### The metal 1 layer, run 1

Bar = 20 um.
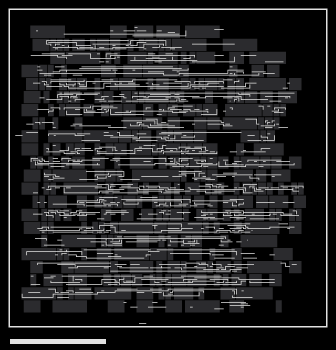
### Metal 2, run 1

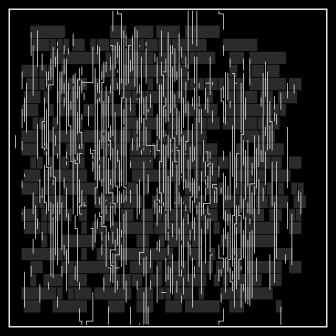
### The metal 3 layer, run 1

Bar = 20 um.
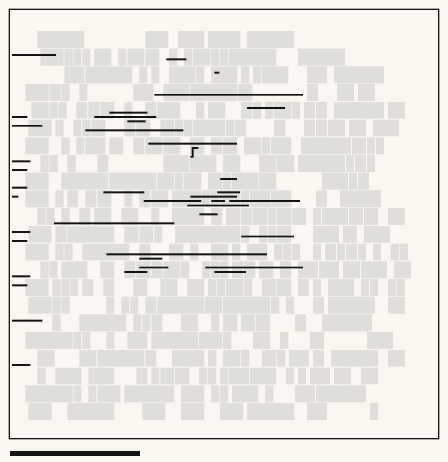
$ cat src/rtl/penc_pkg.sv
// Shared types and helpers for the streaming priority encoder.
package penc_pkg;

  typedef enum logic {
    IDLE = 1'b0,
    SCAN = 1'b1
  } penc_state_e;

  // Index width for an N-bit request vector; never below one bit.
  function automatic int penc_width(input int n);
    return (n <= 2) ? 1 : $clog2(n);
  endfunction

endpackage

$ cat src/rtl/penc_pick.sv
// Combinational selector: picks the highest (or lowest) set bit of a vector
// and reports whether the vector holds exactly one set bit or any set bit.
module penc_pick
  import penc_pkg::*;
#(
  parameter int N         = 16,
  parameter bit LSB_FIRST = 1'b0,
  localparam int W        = penc_width(N)
) (
  input  logic [N-1:0] vec,
  output logic [W-1:0] idx,
  output logic         single,
  output logic         any
);

  // Scan order is chosen so the last hit wins: ascending for highest-first,
  // descending for lowest-first.
  always_comb begin
    idx = '0;
    if (LSB_FIRST) begin
      for (int i = N - 1; i >= 0; i--) begin
        if (vec[i]) idx = W'(i);
      end
    end else begin
      for (int i = 0; i < N; i++) begin
        if (vec[i]) idx = W'(i);
      end
    end
  end

  // Clearing the lowest set bit leaves zero only for a one-hot vector.
  always_comb begin
    any    = |vec;
    single = any && ((vec & (vec - N'(1))) == '0);
  end

endmodule

$ cat src/rtl/priority_encoder_stream.sv
// Streaming priority encoder: accepts a request vector and emits the index
// of each set bit, one beat per accepted handshake.
// Optional feature macro: PENC_ZERO_REPORT_EN (report all-zero vectors as a
// single out_zero beat instead of dropping them).
//
// state | meaning
// IDLE  | waiting for a request vector, in_ready high once out of reset
// SCAN  | emitting indices from rem until the last bit is consumed
module priority_encoder_stream
  import penc_pkg::*;
#(
  parameter int N         = 16,
  parameter bit LSB_FIRST = 1'b0,
  localparam int W        = penc_width(N)
) (
  input  logic         clk,
  input  logic         rst_n,
  input  logic         in_valid,
  output logic         in_ready,
  input  logic [N-1:0] in_vec,
  output logic         out_valid,
  input  logic         out_ready,
  output logic [W-1:0] out_idx,
  output logic         out_last,
  output logic         out_zero
);

  penc_state_e  state, state_nxt;
  logic [N-1:0] rem, rem_nxt;
  logic         ready_q;
  logic         zero_q;
  logic [W-1:0] pick_idx;
  logic         pick_single;
  logic         pick_any;

  penc_pick #(
    .N         (N),
    .LSB_FIRST (LSB_FIRST)
  ) u_pick (
    .vec    (rem),
    .idx    (pick_idx),
    .single (pick_single),
    .any    (pick_any)
  );

`ifdef PENC_ZERO_REPORT_EN
  logic zero_nxt;

  // Remembers that the pending beat reports an all-zero vector.
  always_ff @(posedge clk) begin
    if (!rst_n) zero_q <= 1'b0;
    else        zero_q <= zero_nxt;
  end
`else
  assign zero_q = 1'b0;
`endif

  // State, remaining bits, and a ready flag that stays low until the first
  // cycle after reset is released.
  always_ff @(posedge clk) begin
    if (!rst_n) begin
      state   <= IDLE;
      rem     <= '0;
      ready_q <= 1'b0;
    end else begin
      state   <= state_nxt;
      rem     <= rem_nxt;
      ready_q <= 1'b1;
    end
  end

  // Next-state and handshake outputs; outputs depend only on registered
  // state so they hold steady while the consumer stalls.
  always_comb begin
    state_nxt = state;
    rem_nxt   = rem;
`ifdef PENC_ZERO_REPORT_EN
    zero_nxt  = zero_q;
`endif
    in_ready  = 1'b0;
    out_valid = 1'b0;
    out_idx   = '0;
    out_last  = 1'b0;
    out_zero  = 1'b0;
    case (state)
      IDLE: begin
        in_ready = ready_q;
        if (in_valid && ready_q) begin
          if (in_vec != '0) begin
            rem_nxt   = in_vec;
            state_nxt = SCAN;
          end
`ifdef PENC_ZERO_REPORT_EN
          else begin
            zero_nxt  = 1'b1;
            state_nxt = SCAN;
          end
`endif
        end
      end
      SCAN: begin
        out_valid = 1'b1;
        if (zero_q) begin
          out_zero = 1'b1;
          out_last = 1'b1;
        end else begin
          out_idx  = pick_any ? pick_idx : '0;
          out_last = pick_single;
        end
        if (out_ready) begin
          rem_nxt = rem & ~(N'(1) << pick_idx);
          if (out_last) begin
            state_nxt = IDLE;
            rem_nxt   = '0;
`ifdef PENC_ZERO_REPORT_EN
            zero_nxt  = 1'b0;
`endif
          end
        end
      end
      default: state_nxt = IDLE;
    endcase
  end

endmodule

$ cat config.mk
export PLATFORM = sky130hd
export DESIGN_NAME = priority_encoder_stream
export DESIGN_NICKNAME = d
export VERILOG_FILES = /design/src/rtl/penc_pkg.sv /design/src/rtl/penc_pick.sv /design/src/rtl/priority_encoder_stream.sv
export SDC_FILE = /design/constraint.sdc
export NUM_CORES = 1
export LEC_CHECK = 0
export ABC_AREA = 1
export CORE_MARGIN = 2
export CORE_UTILIZATION = 40
export CTS_CLUSTER_SIZE = 10
export DETAILED_ROUTE_END_ITERATION = 8
export PLACE_DENSITY = 0.66
export SYNTH_ARGS = -nofsm -noshare
export SYNTH_HDL_FRONTEND = slang
export SYNTH_HIERARCHICAL = 1
export SYNTH_SLANG_ARGS = --single-unit
$ cat constraint.sdc
create_clock -name clk -period 1.85 [get_ports clk]
set_input_delay 0.4625 -clock clk [delete_from_list [all_inputs] [get_ports clk]]
set_output_delay 0.4625 -clock clk [all_outputs]
set_load 0.05 [all_outputs]
==> results_slide.txt, run 1 <==
Key Metrics from the Run

Clocking
  • H-tree Lvls: 1

Timing
  • Worst Clk Skew: 0.00192 ns
  • Worst setup margin: -0.418 ns
  • Final Setup Violations: 21
  • RSZ-0062 raised after global routing: true
  • Fin crit share: 123%

Worst hold path
  • WHS Endpoint: state

Yosys
  • Registers, synthesis: 18
  • Async set-reset flop share out of synthesis: 0%
  • Top cells by count: nand2_1 (84), nand3_1 (31), nor2_1 (28), nand4_1 (22), inv_1 (21)
  • Synth area leader: dfxtp_1
  • Yosys Chip Area: between 1500 and 2000 um^2
  • Ys cells: approximately 270
  • Flip-flops with a built-in enable: 0

Floorplan
  • Die height: 65.7 um
  • Die Size: approximately 4300 um^2
  • Site Rows: 22

GRT
  • Vias in the first global route: 1871
  • First-pass GRT wire length: 8790 um
  • GRT Overall Usage: between 20% and 30%
  • GR Overflow Total: 0

Finish
  • FILL cells: 334
  • Fin util: 68.6%
  • Logic area: around 1200 um^2

Detailed routing
  • Iter 0 DRT Violations: 124
  • Max Used Layer: met4

Pwr
  • Peak supply drop: 0.000429 V

Setup path
  • Slowest cell on crit path: dfxtp_2

Run status
  • Failing checks: setup timing
  • Outcome: finished, violations left
-- 'The metal 1 layer' (at the start) --
main direction: horizontal
longest straight run: 30.4 um
wire length on this layer: 2350 um
share of all routed wire: 45%
final wirelength: 5230 um
via count: 1987
global routing usage on met1: 36.5%

-- 'Metal 2' (at the start) --
share of all routed wire: 49%
wire length on this layer: 2580 um
met2 usage: 42.7%

-- 'The metal 3 layer' (at the start) --
longest straight run: 24.4 um
wire length on this layer: 246 um
nets with wire on the layer: 36
share of all routed wire: 4.7%
main direction: horizontal
met3 usage: 2.74%

[run 1: stage by stage]
| step | area [um^2] | setup TNS (ns) | instances |
|---|---|---|---|
| 5_1_grt | 2510 | -5.15 | 379 |
| 3_3_place_gp | 2270 | -1.49 | 371 |
| 4_1_cts | 2400 | -2.66 | 379 |
| 3_5_place_dp | 2270 | -1.68 | 371 |
| 6_report | 2510 | -2.13 | 379 |
| 2_1_floorplan | 1580 | -0.0616 | 265 |
[run 1: placed cells by master (no fill, tap or decap), drive strengths merged, types with 3 or more instances in the layout]
cell type and count:
nand3 32, o21ai 9, clkinv 3, dfxtp 18, nor2 33, clkdlybuf4s50 19, inv 22, nand4 22
clkbuf 4, a21oi 19, buf 54, nand2 91
[run 1: sequential cells by signal (all words and copies together) (netlist names)]
register / count
rem: 16
ready_q: 1
state: 1
[run 1: final cells by class]
cell class	count	area share, %
Timing Repair Buffer	73	29.9
Tap cell	48	2.39
Sequential cell	18	14.6
Inverter	26	4.48
Clock buffer	4	2.19
Multi-Input combinational cell	210	46.4
[run 1: power by group]
| group | internal [mW] | total (mW) | switching [mW] |
|---|---|---|---|
| clock | 0.190 | 0.351 | 0.161 |
| combinational | 0.553 | 1.24 | 0.688 |
| sequential | 0.416 | 0.446 | 0.0301 |
[run 1: cells by family (layout without fill, tap and decap cells)]
group | after synthesis | count (layout) | share of synthesized area [%]
AND/OR/NAND/NOR | 179 | 179 | 55.6
AND-OR/OR-AND | 30 | 30 | 10.1
buffers and inverters | 37 | 103 | 10.4
flip-flops | 18 | 18 | 23.6
other | 1 | 1 | 0.246
[run 1: what timing repair did]
action | CTS | global route
setup endpoints to repair | 21 | 22
hold endpoints to repair | 0 | 0
gates resized | 16 | 36
gates cloned | 1 | 0
pin swaps | 13 | 17
buffers inserted | 3 | 0
==> run 2: changes to the inputs <==
Settings changed: PLACE_DENSITY 0.66 to default, PLACE_DENSITY_LB_ADDON from default to 0.15.
==> run 2 against run 1 <==
  * The run still ends with setup timing left
  * Sequential share of layout area increased by 0.085 points
  * Maximum frequency grew 0.66%
  * Synthesized cell count did not move
  * Register-to-register slack got worse by 0.06 ns
  * Combinational power is essentially flat
  * Sequential power up 1%
  * Clock skew increased by 0.0046 ns
  * Cell count rose by 1.6%
  * Clock power decreased by 4%
  * Die area stayed put
  * Non-clock buffer count increased by 6
  * Via count increased by 1.4%
  * Highest routed layer unchanged
==> results_slide.txt, run 2 <==
Key Metrics from the Run

Finish
  • Max FFs per register: 16 (unchanged)
  • Nets: between 300 and 400
  • Commonest Layout Cell: nand2_1
  • Top reg by flops: rem
  • Largest registers: rem: 16 flops, ready_q: 1 flops, state: 1 flops
  • Most common logic cells in the final layout: nand2_1 (69), buf_4 (43), nand3_1 (30), nand4_1 (22), clkdlybuf4s50_1 (19)

Yosys
  • And+or+nand+nor area frac: 55.6% (unchanged)
  • Registers, synthesis: 18 (unchanged)
  • Flip-flops with a built-in enable: 0 (unchanged)
  • Yosys aoi share: 10.1% (unchanged)
  • Most frequent cell after synthesis: nand2_1
  • Synth area leader: dfxtp_1
  • Yosys Chip Area: 1520 um^2 (unchanged)
  • Ys cells: 265 (unchanged)
  • Xor+xnor area frac: 0% (unchanged)
  • Async set-reset flop share out of synthesis: 0% (unchanged)
  • Adders+Majority by Area: 0% (unchanged)
  • Top cells by count: nand2_1 (84), nand3_1 (31), nor2_1 (28), nand4_1 (22), inv_1 (21)
  • Comb area leader: simple AND/OR/NAND/NOR gates
  • Multiplexer share: 0% (unchanged)

Detailed routing
  • Iter 0 DRT Violations: 120 (-3.2%)

Setup path
  • Slowest cell on crit path: dfxtp_2

GRT
  • GR Overflow Total: 0 (unchanged)
  • First-pass GRT wire length: 8380 um (-4.6%)
  • Vias in the first global route: 1809 (-3.3%)

Clocking
  • H-tree Lvls: 1 (unchanged)
  • Setup repair bufs after CTS: 6 (+3)
  • CTS resizes: 38 (+22)

Timing
  • Worst Clk Skew: 0.00651 ns (+0.00459 ns)
  • Fin crit share: 122% (-0.80 points)
  • Final Setup Violations: 21 (unchanged)
  • RSZ-0062 raised after global routing: true
  • Worst setup margin: -0.403 ns (+0.0148 ns)

Run status
  • Failing checks: setup timing
  • Outcome: finished, violations left

Pwr
  • Leak pwr: 1.12 nW
  • Peak supply drop: 0.000410 V (-4.3%)

Floorplan
  • Site Rows: 22 (unchanged)
  • Die Size: 4320 um^2 (unchanged)
## run 2: cell counts after synthesis
Identical to the previous run, type by type.
## run 2: metal layers
| metal | wire, um | vias up | global-route usage [%] | share of wire [%] |
|---|---|---|---|---|
| li1 | - | 1017 | - | - |
| met1 | 2280 | 917 | 34.6 | 45 |
| met2 | 2340 | 73 | 39.6 | 46 |
| met3 | 324 | 8 | 2.40 | 6.4 |
| met4 | 97 | 0 | 8.33 | 1.9 |
| met5 | 0 | - | 0 | 0 |
## run 2: path summary, 6_finish.rpt
check                   to  slack (ns)  cells after the start
hold / removal     rem[15]        0.58                      2
setup reg to reg    rem[1]       -0.13                     17
hold reg to reg    rem[15]        0.58                      2
setup / recovery  out_last       -0.40                     12
## run 2: per-stage QoR
stage                     cells  TNS (ns)  area, um^2  worst slack (ns)
final                       385     -3.02        2560            -0.403
after global routing        385     -6.19        2560            -0.540
after CTS                   383     -2.36        2430            -0.415
after detailed placement    373     -2.14        2240            -0.206
after global placement      373     -1.99        2240            -0.188
after floorplan             265   -0.0616        1580           -0.0426
## run 2: cell families (layout without fill, tap and decap cells)
kind of cell           count (synthesis)  in the layout
flip-flops                            18             18
AND/OR/NAND/NOR                      179            179
AND-OR/OR-AND                         30             30
other                                  1              1
buffers and inverters                 37            109
## run 2: power by group
group | internal [mW] | total [mW] | switching (mW)
Combinational | 0.552 | 1.21 | 0.662
Sequential | 0.417 | 0.451 | 0.0333
Clock | 0.190 | 0.338 | 0.149
Total | 1.16 | 2.00 | 0.844
## run 2: final cells by class
cell class | instances | area [um^2]
multi-input cells | 210 | 1190
clock buffers | 4 | 55.1
flip-flops and latches | 18 | 377
fillers | 332 | 1100
repair buffers | 79 | 766
well taps | 48 | 60.1
inverters | 26 | 113
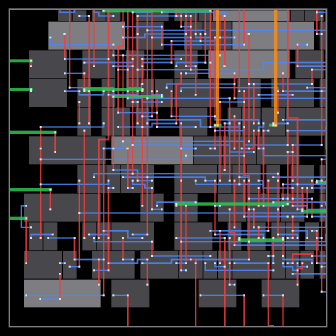
*Close-up of the layout, run 2*
Window x 1 to 31, y 1 to 31 um. Cells in grey, sequential cells in the stronger grey; small squares are vias.
| colour | layer |
|---|---|
| orange | M4 |
| green | M3 |
| blue | M1 |
| red | M2 |
cells with their middle in the window: 74
sequential cells in the window: 5
most frequent: nand2_1 (18), clkdlybuf4s50_1 (9), buf_4 (8)
netlist names of flops here include: `rem` (3)

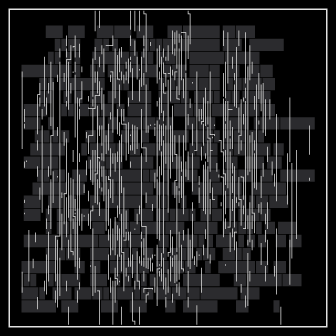
*Metal 2, run 2*
share of all routed wire: 46%
wire length on this layer: 2340 um
nets with wire on the layer: 297
met2 usage: 39.6%
via count: 2015

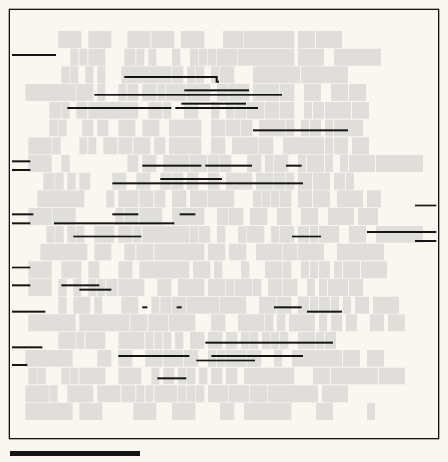
*The metal 3 layer, run 2*
Bar = 20 um.
longest straight run: 29.0 um
nets with wire on the layer: 34
wire length on this layer: 325 um
main direction: horizontal
share of all routed wire: 6.5%
final wirelength: 5040 um
met3 usage: 2.40%

Power is estimated from default activity; no workload was simulated.
